File: config.mk
export PLATFORM = sky130hd
export DESIGN_NAME = debounce_sync
export DESIGN_NICKNAME = d
export VERILOG_FILES = /design/src/rtl/debounce_sync.sv
export SDC_FILE = /design/constraint.sdc
export NUM_CORES = 1
export LEC_CHECK = 0
export CAP_MARGIN = 20
export CORE_MARGIN = 3
export CORE_UTILIZATION = 57
export DETAILED_ROUTE_END_ITERATION = 8
export PLACE_DENSITY = 0.88
export RECOVER_POWER = 100
export SKIP_CTS_REPAIR_TIMING = 1
export SLEW_MARGIN = 20
export SYNTH_ARGS = -nofsm -noshare
export SYNTH_HDL_FRONTEND = slang
export SYNTH_SLANG_ARGS = --single-unit
File: constraint.sdc
create_clock -name clk -period 4.01 [get_ports clk]
set_input_delay 1.203 -clock clk [delete_from_list [all_inputs] [get_ports clk]]
set_output_delay 1.203 -clock clk [all_outputs]
set_load 0.1 [all_outputs]
File: src/rtl/debounce_sync.sv
// debounce_sync: per-channel 2-FF synchronizer plus stable-count debounce filter,
// producing a clean level, one-cycle rise/fall strobes and a press-toggle bit.
module debounce_sync #(
    parameter int WIDTH = 4,
    parameter int COUNT_MAX = 16,
    parameter int CNT_W = $clog2(COUNT_MAX + 1)
) (
    input  logic             clk,
    input  logic             rst_n,
    input  logic [WIDTH-1:0] raw,
    output logic [WIDTH-1:0] level,
    output logic [WIDTH-1:0] rise,
    output logic [WIDTH-1:0] fall,
    output logic [WIDTH-1:0] toggle
);
    localparam logic [CNT_W-1:0] LAST = CNT_W'(COUNT_MAX - 1);

    logic [WIDTH-1:0] sync1, s, commit;
    logic [WIDTH-1:0][CNT_W-1:0] cnt, cntNext;

    always_ff @(posedge clk or negedge rst_n) begin
        if (!rst_n) begin
            sync1 <= '0;
            s     <= '0;
        end else begin
            sync1 <= raw;
            s     <= sync1;
        end
    end

    always_ff @(posedge clk or negedge rst_n) begin
        if (!rst_n) cnt <= '0;
        else        cnt <= cntNext;
    end

    // A nonzero count means a change is pending; any match with level discards it.
    always_comb begin
        commit  = '0;
        cntNext = '0;
        for (int i = 0; i < WIDTH; i++) begin
            commit[i]  = (s[i] != level[i]) && (cnt[i] == LAST);
            cntNext[i] = (s[i] == level[i] || commit[i]) ? '0 : cnt[i] + CNT_W'(1);
        end
    end

    always_ff @(posedge clk or negedge rst_n) begin
        if (!rst_n) begin
            level  <= '0;
            rise   <= '0;
            fall   <= '0;
            toggle <= '0;
        end else begin
            level  <= (level & ~commit) | (s & commit);
            rise   <= commit & s;
            fall   <= commit & ~s;
            toggle <= toggle ^ (commit & s);
        end
    end
endmodule
Fig. 1: run 1, PDN straps and rails
Scale: 8 px per um. Pins as bars on the die edge. Tap cells in gray.
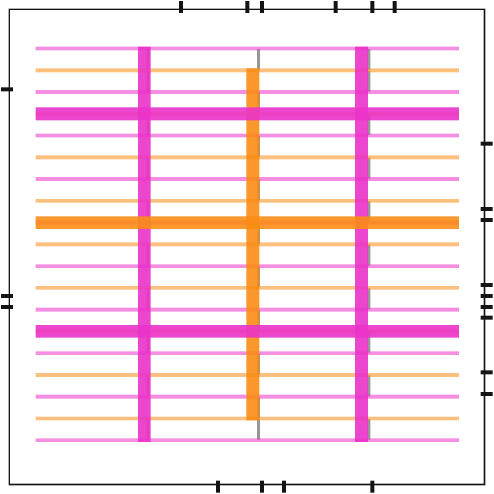
- magenta: VSS
- orange: VDD
- met5 straps: 3
- met1 rails: 19

Fig. 2: run 1, I/O pins on the die edge
Scale: 8 px per um. Pins as bars across the die edge, other pins in gray.
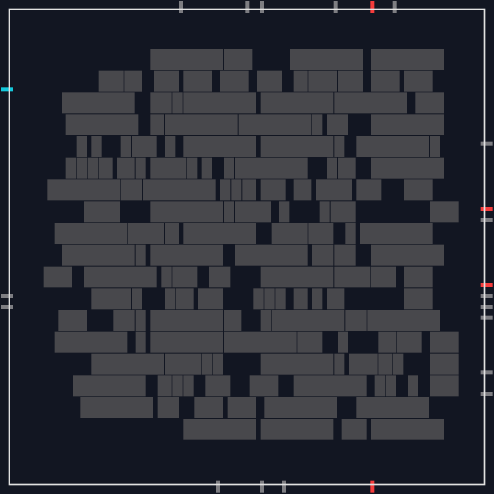
- cyan: `clk` (pins 1; direction input; edge left)
- red: `toggle` (pins 4; direction output; edge 2 right, 1 bottom, 1 top)
- all pins by edge: 9 right, 6 top, 4 bottom, 3 left

Fig. 3: run 1, M2 wires
Scale: 6 px per um. Cells faint in the background.
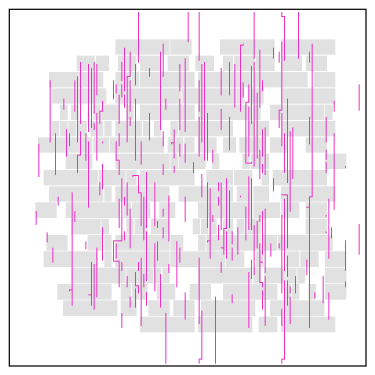
- longest straight run: 25.5 um
- wire length on this layer: 1170 um
- main direction: vertical
- share of all routed wire: 52%

==> impl_metrics.py, run 1 <==
# Physical implementation metrics
metrics = {
    "die": {
        "die_w_um": 59.22,
        "chipArea_um2": 3506,
        "initial_utilization_pct": 62.32,
    },
    "layout": {
        "drive_above_1_share_pct": 3.822,
        "fillers": 190,
        "final_area_um2": 1912,
        "fin_util_pct": 73.82,
        "fin_nets": 170,
        "layoutNonFillerInstCount": 187,
        "logic_area_um2": 465.4,
    },
    "outcome": {
        "violations": "max-capacitance violations, max-slew violations",
        "status": "finished, violations left",
    },
    "sta": {
        "rsz0062_at_grt": "false",
        "finalClockPeriodUsage_pct": 79.06,
        "tns_ns": 0,
        "finalMaxSlewViolations": 45,
        "finClkSkew_ns": 0.008403,
    },
    "flow_run": {
        "max-cap-violations": 1,
    },
    "setup_path": {
        "cp-start-kind": "flop",
        "path_buffers": 1,
        "cpPeakStageDelay_ns": 1.22,
    },
    "synthesis": {
        "synth_flops": 44,
        "ys_seq_share_pct": 68.22,
        "synth-cells-yosys": 128,
        "postSynthAreaPerCell_um2": 12.61,
        "synth-adder-area-share_pct": 6.202,
    },
    "global_route": {
        "grt_pass1_wl_mm": 3.974,
        "grt_usage_pct": 15.53,
    },
    "placement": {
        "place_congestion": 0.7381,
        "dp_cells": 179,
        "hpwl_mm": 1.692,
    },
    "route": {
        "avgRoutedWirePerCell_um": 11.87,
        "drt_first_pass_iters": 4,
        "num_vias": 945,
    },
    "hold_path": {
        "hold_path_class": "flop to flop",
        "hold_path_end": "s[2]$_DFF_PN0_",
    },
    "pwr": {
        "p_sw_share_pct": 21.33,
        "pwr-share-comb_pct": 4.8,
    },
}
-- run 1: registers in the layout (all words and copies together), names as in the netlist, named ones only --
| signal | flops |
|---|---|
| cnt | 20 |
| fall | 4 |
| rise | 4 |
| s | 4 |
| sync1 | 4 |
| toggle | 4 |
-- run 1: cells by family after synthesis --
| family | after synthesis |
|---|---|
| flip-flops | 44 |
| AND/OR/NAND/NOR | 44 |
| buffers and inverters | 12 |
| adder cells (fa/ha/maj) | 8 |
| AND-OR/OR-AND | 4 |
| XOR/XNOR | 16 |
-- run 1: cell usage after synthesis (all sizes together) --
library cell / count / area share [%]
o21ai: 4 / 1.2
nand2b: 4 / 1.6
and3: 4 / 1.6
nor2: 24 / 5.7
xor2: 12 / 6.5
nor3b: 4 / 1.9
xnor2: 4 / 2.2
dfrtp: 44 / 68
ha: 8 / 6.2
inv: 12 / 2.8
nand3: 4 / 1.2
nand2: 4 / 0.93
-- run 1: layout make-up --
type,count,share of cell area [%]
well taps,30,1.963
flip-flops and latches,44,57.59
multi-input cells,72,24.35
clock buffers,8,3.076
inverters,12,2.356
repair buffers,21,10.67
-- run 1: power groups by stage --
stage | clock [mW] | combinational, mW | sequential [mW]
floorplan | 0 | 0.0186 | 0.474
global placement | 0 | 0.0335 | 0.474
detailed placement | 0 | 0.0360 | 0.476
CTS | 0.215 | 0.0364 | 0.467
global route | 0.235 | 0.0407 | 0.469
finish | 0.207 | 0.0342 | 0.467
-- run 1: per-layer routing --
metal	global-route usage (%)	up-vias
li1	-	457
met1	17.08	467
met2	26.99	17
met3	5.229	4
met4	6.796	0
met5	0	-
-- run 1: cells in the final DEF, fill, tap and decap left out, types with 4 or more instances in the layout --
cell | Yosys | routed
dfrtp_1 | 44 | 44
nand3_1 | 4 | 4
and3_1 | 4 | 4
xnor2_1 | 4 | 4
clkbuf_4 | 0 | 5
xor2_1 | 12 | 12
nand2b_1 | 4 | 4
ha_1 | 8 | 8
nor2_1 | 23 | 24
nand2_1 | 4 | 4
o21ai_0 | 4 | 4
dlygate4sd3_1 | 0 | 20
inv_1 | 12 | 12
nor3b_1 | 4 | 4
-- run 1: worst max path at each step --
stage / to / slack, ns / cells past startpoint
2_1_floorplan: level[2] / 1.86 / 0
3_3_place_gp: level[2] / 1.27 / 1
3_5_place_dp: level[2] / 1.25 / 1
4_1_cts: level[2] / 0.87 / 1
5_1_grt: level[2] / 0.76 / 1
6_report: level[2] / 0.84 / 1
Fig. 4: run 1, routed metal, one color a layer
Scale: 6 px per um. Two of the layers only.
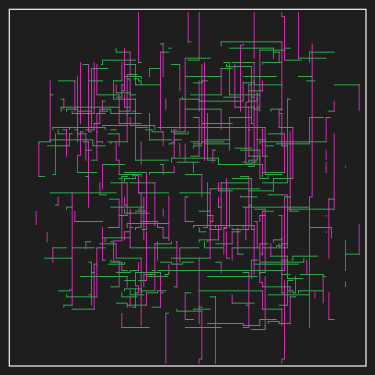

==> run 2: changes to the inputs <==
CORE_UTILIZATION = 52   (was 57)
PLACE_DENSITY = 0.82   (was 0.88)
clock period = 3 ns   (was 4.01 ns; I/O delays follow)
Fig. 5: run 2, routed metal, one color a layer
Scale: 6 px per um. Two of the layers only.
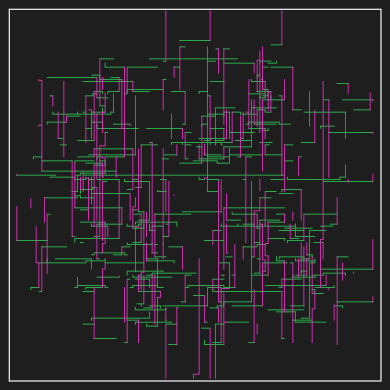
- green: met1 (wire length 958 um)
- magenta: met2 (wire length 1220 um)

==> run 2 against run 1 <==
- register-to-register slack worse by 1.0 ns
- the flow now finishes without violations
- area after synthesis is the same
- largest cell class unchanged
- highest routed layer unchanged
- critical endpoint is now rise[1]
- final cell count increased by 0.53%
==> impl_metrics.py, run 2 <==
# Physical implementation metrics
metrics = {
    "layout": {
        "fin_nets": 170,
        "largest_register_ffs": 20,
        "drive_above_1_share_pct": 10.83,
        "layoutNonFillerInstCount": 188,
        "lay_top_count": "dfrtp_1",
        "fillers": 235,
    },
    "placement": {
        "hpwl_mm": 1.704,
        "dp_cells": 180,
    },
    "outcome": {
        "status": "complete, no violations",
    },
    "setup_path": {
        "cpPeakStageDelay_ns": 0.86,
        "path_buffers": 1,
    },
    "synthesis": {
        "largest_area_cell": "dfrtp_1",
        "synth-cells-yosys": 128,
        "async_flop_share_pct": 100.0,
        "synth-edff-count": 0,
        "top_cell": "dfrtp_1",
    },
    "route": {
        "drt_first_pass_iters": 4,
    },
    "flow_run": {
        "max-cap-violations": 0,
    },
    "die": {
        "initial_utilization_pct": 56.58,
    },
    "sta": {
        "finClkSkew_ns": 0.006633,
    },
}
[run 2: power breakdown]
group	switching (mW)	total, mW	internal (mW)
combinational	0.0282	0.0459	0.0178
sequential	0.0128	0.624	0.611
clock	0.170	0.282	0.112
[run 2: path summary, 6_finish.rpt]
kind,start,end,slack (ns),cells past startpoint
hold reg to reg,sync1[0]$_DFF_PN0_,s[0]$_DFF_PN0_,0.36,0
min in group asynchronous,rst_n,rise[2]$_DFF_PN0_,0.69,1
hold / removal,sync1[0]$_DFF_PN0_,s[0]$_DFF_PN0_,0.36,0
max in group asynchronous,rst_n,rise[1]$_DFF_PN0_,1.73,1
setup reg to reg,cnt[5]$_DFF_PN0_,cnt[8]$_DFF_PN0_,1.51,5
setup / recovery,rise[1]$_DFF_PN0_,rise[1],0.55,1
[run 2: cells by family after synthesis]
family	count (synthesis)	synth area share, %
simple gates	44	12.87
xor+xnor	16	8.682
fa+ha+maj	8	6.202
buf+inv	12	2.790
flops	44	68.22
compound gates	4	1.240
[run 2: cell type report]
| cell class | count | area [um2] | area share [%] |
|---|---|---|---|
| sequential | 44 | 1101 | 59.62 |
| multi-input combinational | 72 | 465.4 | 25.20 |
| timing repair buffer | 21 | 135.1 | 7.317 |
| clock buffer | 6 | 51.30 | 2.778 |
| inverter | 12 | 45.04 | 2.439 |
| tap | 31 | 38.79 | 2.100 |
| clock inverter | 2 | 10.01 | 0.5420 |
[run 2: metal layers]
layer | part of all wire, % | track usage [%] | up-vias
li1 | - | - | 456
met3 | 4.6 | 6.198 | 5
met1 | 41 | 17.48 | 461
met5 | 0 | 0 | -
met2 | 52 | 27.80 | 22
met4 | 1.9 | 6.364 | 0
[run 2: metrics by stage]
stage	setup slack (ns)	power [mW]	utilization, %	cell area, um2	hold WS [ns]
2_1_floorplan	1.148	0.6587	-	1614	0.3312
4_1_cts	0.9991	0.9681	65.88	1879	0.3619
3_5_place_dp	1.302	0.6834	63.73	1818	0.3347
5_1_grt	0.4769	1.007	64.74	1847	0.3763
6_report	0.5494	0.9520	64.74	1847	0.3586
3_3_place_gp	1.354	0.6787	63.73	1818	0.3325
Fig. 6: run 2, I/O pins on the die edge
Scale: 8 px per um. Pins as bars across the die edge, other pins in gray.
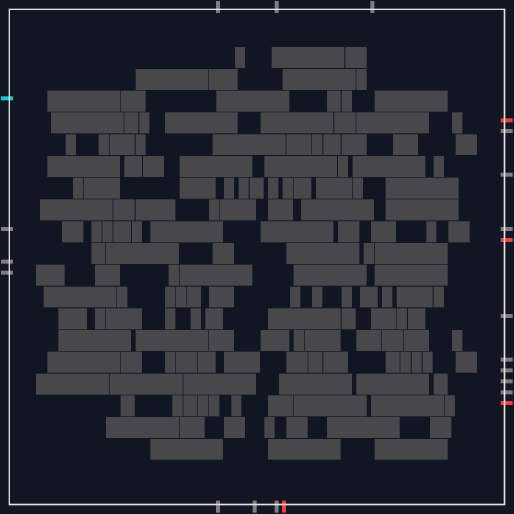

==> run 3: changes to the inputs <==
CORE_UTILIZATION = 47   (was 52)
PLACE_DENSITY = 0.79   (was 0.82)
clock period = 2 ns   (was 3 ns; I/O delays follow)
Fig. 7: run 3, I/O pins on the die edge
Scale: 8 px per um. Pins as bars across the die edge, other pins in gray.
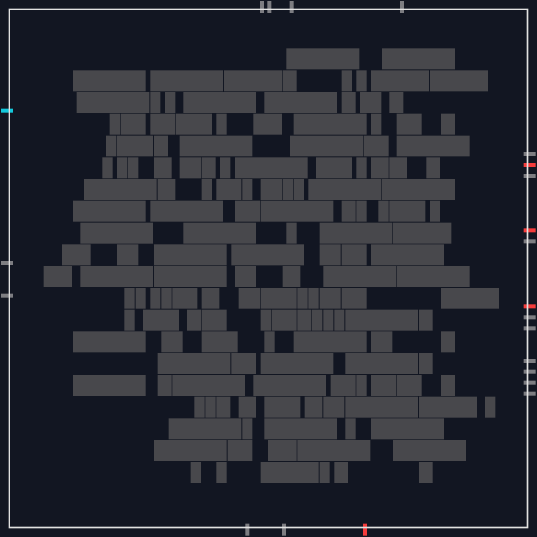
- red: `toggle` (pins 4; direction output; edge 3 right, 1 bottom)
- cyan: `clk` (pins 1; direction input; edge left)
- all pins by edge: 12 right, 4 top, 3 left, 3 bottom

==> run 3 against run 2 <==
- total power up 45%
- synthesized cell count unchanged
- via count down 0.64%
- largest cell class unchanged
- non-clock buffer count grew 2
- sequential power grew about 50%
- design area is 6.0% higher
- clock skew increased by 0.0075 ns
- sequential share of layout area shrank 3.4 points
- critical path type unchanged
- die size up 9.6%
- global-route usage fell by 3.0 points
==> impl_metrics.py, run 3 <==
# Physical implementation metrics
metrics = {
    "placement": {
        "place_congestion": 0.7255,
        "pre_cts_ws_ns": 0.5401,
        "hpwl_mm": 1.854,
    },
    "sta": {
        "whs_ns": 0.3606,
        "rsz0062_at_grt": "false",
        "finalMaxSlewViolations": 0,
        "layout_setup_ws_ns": 0.2117,
    },
    "layout": {
        "regMostFlops": "cnt",
        "lay_top_count": "dfrtp_1",
        "fillers": 257,
        "seq_area_um2": 1101,
        "fin_nets": 172,
        "layoutNonFillerInstCount": 202,
        "final_area_um2": 1957,
        "drive_above_1_share_pct": 15.19,
        "most-common-layout-cells": "dfrtp_1 (44), nor2_1 (24), inv_1 (12), xor2_1 (12), clkbuf_2 (9)",
    },
    "outcome": {
        "status": "complete, no violations",
    },
    "hold_path": {
        "hold_path_class": "flop to flop",
    },
    "synthesis": {
        "synth-edff-count": 0,
        "synth_flops": 44,
        "postSynthAreaPerCell_um2": 12.61,
        "ys_seq_share_pct": 68.22,
    },
    "route": {
        "drt_first_pass_iters": 2,
        "wl_met1_mm": 1.076,
        "num_vias": 938,
        "dr_wl_met2_mm": 1.213,
        "highest_layer": "met4",
    },
    "setup_path": {
        "timing.critical_path.to": "toggle[0]",
        "r2r_cells": 5,
        "r2r_slack_ns": 0.52,
        "cp_num_cells": 1,
        "r2r-start": "cnt[0]$_DFF_PN0_",
        "cp-startpoint": "toggle[0]$_DFF_PN0_",
    },
    "pwr": {
        "p_total_mw": 1.384,
    },
    "global_route": {
        "grt_usage_pct": 12.94,
        "grt_pass1_wl_mm": 4.105,
    },
}
[run 3: cell counts after synthesis]
Identical to the previous run, type by type.
[run 3: cell type report]
class,instances,area share (%)
sequential,44,56.27
multi-input combinational,72,23.79
timing repair buffer,23,12.47
tap,44,2.813
inverter,12,2.302
clock buffer,6,2.110
clock inverter,1,0.2558
[run 3: report_power, final]
group	total, mW	switching (mW)	internal (mW)
clock network	0.374	0.244	0.130
logic	0.0740	0.0444	0.0296
registers	0.936	0.0189	0.917
[run 3: worst min-delay path by stage]
stage	start	endpoint	slack, ns	cells after the start
after floorplan	rst_n	asynchronous set/reset pin	0.30	0
after global placement	sync1[2]$_DFF_PN0_	s[2]$_DFF_PN0_	0.33	0
after detailed placement	sync1[1]$_DFF_PN0_	s[1]$_DFF_PN0_	0.34	0
after CTS	rst_n	fall[2]$_DFF_PN0_	0.21	1
after global routing	sync1[1]$_DFF_PN0_	s[1]$_DFF_PN0_	0.37	0
final	sync1[1]$_DFF_PN0_	s[1]$_DFF_PN0_	0.36	0
[run 3: worst reg2reg max path, delay by kind of cell, from the launching register on]
kind	cells	cell delay, ns
adder cells (fa/ha/maj)	2	0.44
flip-flops	1	0.41
AND/OR/NAND/NOR	3	0.57
[run 3: routing by layer]
metal  vias to the layer above  GRT usage (%)
met5                         -              0
met2                        20          23.32
met1                       456          14.39
li1                        460              -
met4                         0          3.958
met3                         2          4.333
[run 3: kinds of logic after synthesis]
| logic type | Yosys count | share of synthesized area (%) |
|---|---|---|
| AND-OR/OR-AND | 4 | 1.240 |
| buffers and inverters | 12 | 2.790 |
| flip-flops | 44 | 68.22 |
| AND/OR/NAND/NOR | 44 | 12.87 |
| adder cells (fa/ha/maj) | 8 | 6.202 |
| XOR/XNOR | 16 | 8.682 |

## Gallery

Cell outlines without signal wires.
picture 1
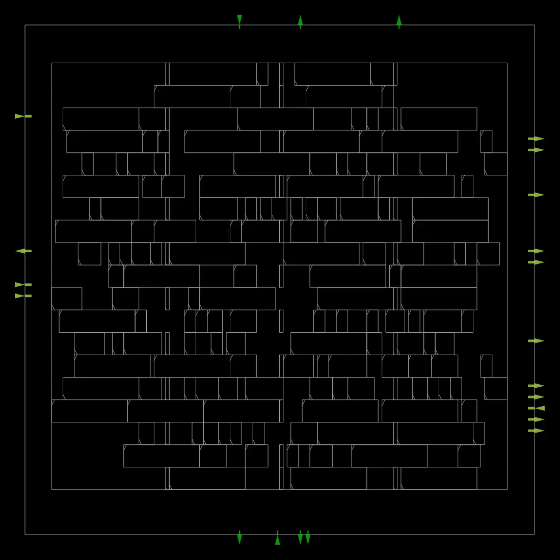
picture 2
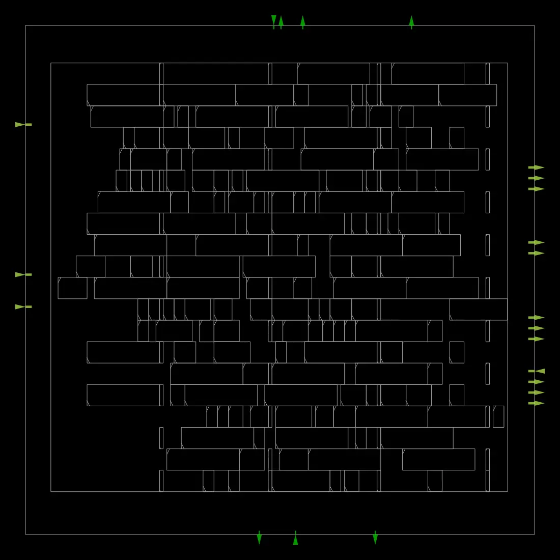
picture 3
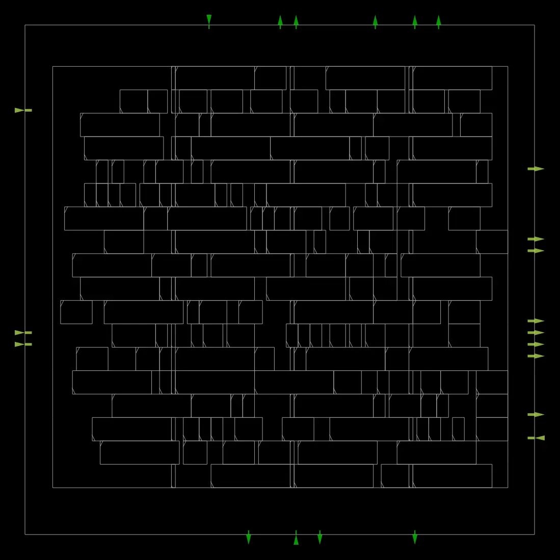
run 2: picture 1
run 3: picture 2
run 1: picture 3

Power and IR drop assume default switching activity.
